[src/rtl/klingon_glyph_if.sv]
// Glyph-in / BCD-word-out handshake bundle for the Klingon glyph decoder.
// The decoder uses the slave modport; the glyph source and word consumer use the master modport.
interface klingon_glyph_if #(
    parameter int DIGITS = 4
);
    logic [6:0]          in_glyph;
    logic                in_valid;
    logic                in_last;
    logic                in_ready;
    logic [4*DIGITS-1:0] out_bcd;
    logic [3:0]          out_count;
    logic                out_err;
    logic                out_valid;
    logic                out_ready;

    modport slave (
        input  in_glyph, in_valid, in_last, out_ready,
        output in_ready, out_bcd, out_count, out_err, out_valid
    );

    modport master (
        output in_glyph, in_valid, in_last, out_ready,
        input  in_ready, out_bcd, out_count, out_err, out_valid
    );
endinterface

[src/rtl/klingon_glyph_decoder.sv]
// Decodes 7-bit Klingon glyphs to digits and packs them, first digit most significant,
// into a BCD word handed off on a valid/ready output.
//
// state   | meaning
// COLLECT | accepting glyphs, shifting decoded nibbles into acc
// EMIT    | word held on the outputs until the consumer takes it
module klingon_glyph_decoder #(
    parameter int DIGITS = 4
) (
    input  logic             clk,
    input  logic             reset_n,
    klingon_glyph_if.slave   bus
);
    typedef enum logic {
        COLLECT = 1'b0,
        EMIT    = 1'b1
    } state_t;

    state_t              state;
    logic [4*DIGITS-1:0] acc;
    logic [3:0]          cnt;
    logic                err;

    logic [3:0]          nibble;
    logic                illegal;
    logic [4*DIGITS+3:0] shifted;
    logic [3:0]          cnt_inc;

    always_comb begin
        nibble  = 4'hF;
        illegal = 1'b0;
        case (bus.in_glyph)
            7'b1111110: nibble = 4'd0;
            7'b1000000: nibble = 4'd1;
            7'b1000001: nibble = 4'd2;
            7'b1001001: nibble = 4'd3;
            7'b0100011: nibble = 4'd4;
            7'b0011101: nibble = 4'd5;
            7'b0100101: nibble = 4'd6;
            7'b0010011: nibble = 4'd7;
            7'b0110110: nibble = 4'd8;
            7'b0110111: nibble = 4'd9;
            default:    illegal = 1'b1;
        endcase
    end

    // Shift through a wider vector so DIGITS=1 needs no special case.
    assign shifted = {acc, nibble};
    assign cnt_inc = cnt + 4'd1;

    always_ff @(posedge clk or negedge reset_n) begin
        if (!reset_n) begin
            state <= COLLECT;
            acc   <= '0;
            cnt   <= 4'd0;
            err   <= 1'b0;
        end else begin
            case (state)
                COLLECT: begin
                    if (bus.in_valid) begin
                        acc <= shifted[4*DIGITS-1:0];
                        cnt <= cnt_inc;
                        err <= err | illegal;
                        if (bus.in_last || (cnt_inc == 4'(DIGITS)))
                            state <= EMIT;
                    end
                end
                EMIT: begin
                    if (bus.out_ready) begin
                        acc   <= '0;
                        cnt   <= 4'd0;
                        err   <= 1'b0;
                        state <= COLLECT;
                    end
                end
                default: state <= COLLECT;
            endcase
        end
    end

    assign bus.in_ready  = (state == COLLECT);
    assign bus.out_valid = (state == EMIT);
    assign bus.out_bcd   = acc;
    assign bus.out_count = cnt;
    assign bus.out_err   = err;
endmodule

[src/flat_wrapper.sv]
// flat-port wrapper written by rule: the top's interface ports become plain ports
module klingon_glyph_decoder_flat 
#(
    parameter int DIGITS = 4
)
  (clk, reset_n, bus_in_glyph, bus_in_valid, bus_in_last, bus_out_ready, bus_in_ready, bus_out_bcd, bus_out_count, bus_out_err, bus_out_valid);
  klingon_glyph_if #(.DIGITS(DIGITS)) bus_i ();
  input  logic clk;
  input  logic reset_n;
  input wire logic [$bits(bus_i.in_glyph)-1:0] bus_in_glyph;
  input wire logic [$bits(bus_i.in_valid)-1:0] bus_in_valid;
  input wire logic [$bits(bus_i.in_last)-1:0] bus_in_last;
  input wire logic [$bits(bus_i.out_ready)-1:0] bus_out_ready;
  output wire logic [$bits(bus_i.in_ready)-1:0] bus_in_ready;
  output wire logic [$bits(bus_i.out_bcd)-1:0] bus_out_bcd;
  output wire logic [$bits(bus_i.out_count)-1:0] bus_out_count;
  output wire logic [$bits(bus_i.out_err)-1:0] bus_out_err;
  output wire logic [$bits(bus_i.out_valid)-1:0] bus_out_valid;
  assign bus_i.in_glyph = bus_in_glyph;
  assign bus_i.in_valid = bus_in_valid;
  assign bus_i.in_last = bus_in_last;
  assign bus_i.out_ready = bus_out_ready;
  assign bus_in_ready = bus_i.in_ready;
  assign bus_out_bcd = bus_i.out_bcd;
  assign bus_out_count = bus_i.out_count;
  assign bus_out_err = bus_i.out_err;
  assign bus_out_valid = bus_i.out_valid;
  klingon_glyph_decoder #(.DIGITS(DIGITS)) u_core (.clk(clk), .reset_n(reset_n), .bus(bus_i));
endmodule
[config.mk]
export PLATFORM = sky130hd
export DESIGN_NAME = klingon_glyph_decoder_flat
export DESIGN_NICKNAME = d
export VERILOG_FILES = /design/src/rtl/klingon_glyph_if.sv /design/src/rtl/klingon_glyph_decoder.sv /design/src/flat_wrapper.sv
export SDC_FILE = /design/constraint.sdc
export NUM_CORES = 1
export LEC_CHECK = 0
export CORE_MARGIN = 2
export CORE_UTILIZATION = 45
export CTS_CLUSTER_SIZE = 24
export DETAILED_ROUTE_END_ITERATION = 16
export PLACE_DENSITY = 0.76
export SLEW_MARGIN = 5
export SYNTH_ARGS = -nofsm -noshare
export SYNTH_HDL_FRONTEND = slang
export SYNTH_SLANG_ARGS = --single-unit
[constraint.sdc]
create_clock -name clk -period 1.9 [get_ports clk]
set_clock_uncertainty 0.05 [all_clocks]
set_input_delay 0.38 -clock clk [delete_from_list [all_inputs] [get_ports clk]]
set_output_delay 0.38 -clock clk [all_outputs]
set_load 0.05 [all_outputs]
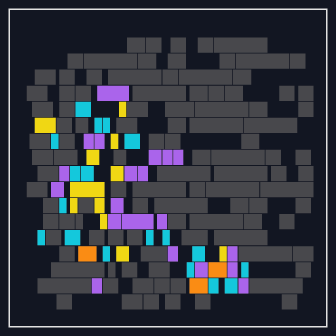
Fig. 1. Gate-type map.
[cyan] NAND gates | cells: 18 | most used: nand2_1
[purple] inverting AOI/OAI gates | cells: 20 | most used: a21oi_1
[yellow] NOR gates | cells: 11 | most used: nor2_1
[orange] XOR/XNOR gates | cells: 3 | most used: xnor2_1
most frequent logic cell in the layout: buf_4
Non-Filler Instances: 185

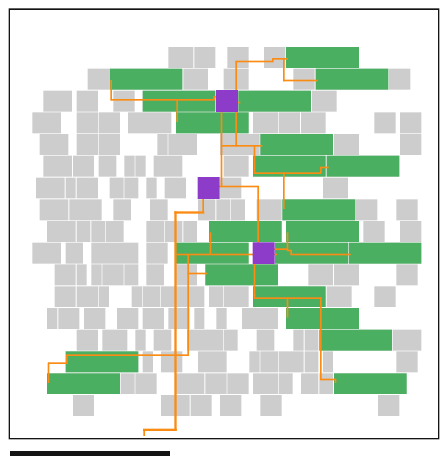
Fig. 2. Routed clock nets over the placement.
The bar under the picture is 20 um long.
[purple] clock drivers | count: 3
[orange] clock wires | length: 222 um
[green] flip-flops | count: 22
routed clock nets: 4

==> impl_metrics.py <==
# Metrics from the implementation run
metrics = {
    "outcome": {
        "outcome": "complete, no violations",
    },
    "clocking": {
        "cts_buffers": 3,
        "cts-root-buf": "clkbuf_4",
        "cts_max_path_buffers": 2,
        "insertion_delay_ns": 0.30,
        "cts.htree.levels": 1,
        "cts_setup_buffers": 0,
        "clock_sinks": 22,
    },
    "timing": {
        "fin_ws_ns": 0.0903,
        "relSlewSlack": 0.744,
        "hold_ws_ns": 0.361,
        "max_freq_mhz": 553,
        "worstMarginPinSlew_ns": 0.381,
    },
    "synthesis": {
        "synth.top_cell.area_share": 0.498,
        "avgSynthCellArea_sq_um": 10.6,
        "top_area_cell": "dfrtp_1",
        "ys_sh_aoi": 0.245,
        "top_cells_by_count": "dfrtp_1, a22o_1, nand2_1",
        "mux_share": 0,
        "ys_sh_simple": 0.178,
        "edf_count": 0,
        "synth_nets": 118,
        "yosysWarnings": 0,
        "synth.distinct_cells": 32,
    },
    "power_and_ir_drop": {
        "power_density_nw_per_um2": 1280,
        "switching_share": 0.468,
        "power_leader": "combinational cells",
        "p_seq_uw": 731,
        "power.total_mw": 2.03,
        "clock_power_share": 0.121,
        "internal-power_mw": 1.08,
    },
    "setup_path": {
        "crit_slowest_cell": "clkdlybuf4s50_1",
        "reg2regPathDepth": 5,
        "reg2reg_setup_slack_ns": 0.38,
        "cp-end-kind": "register",
        "startpoint_type": "input port",
        "critPathMaxFanout": 4,
        "path_delay_family": "simple AND/OR/NAND/NOR gates",
    },
    "layout": {
        "clkCellAreaFrac": 0.0230,
        "lay_top_cells": "buf_4, dfrtp_1, a22o_1",
        "buffer_area_frac": 0.274,
        "design_area_sq_um": 1580,
        "comb-cell-share": 0.328,
        "regArea_sq_um": 551,
        "seq_share": 0.348,
        "final_util": 0.694,
    },
    "place": {
        "pre_cts_slack_ns": -0.233,
        "io_buffers": 34,
    },
    "global_routing": {
        "grt_pass1_vias": 973,
        "grt_use_met1": 0.282,
        "grt_overflow": 0,
        "grt_usage": 0.212,
        "grt_use_met2": 0.337,
    },
    "die": {
        "die_area_sq_um": 2870,
        "fp_util": 0.485,
        "taps": 28,
    },
    "detailed_routing": {
        "wl_met2_um": 1280,
        "wire_per_inst_um": 14.3,
        "drt_wl_total_um": 2650,
        "wl_met3_um": 106,
    },
}
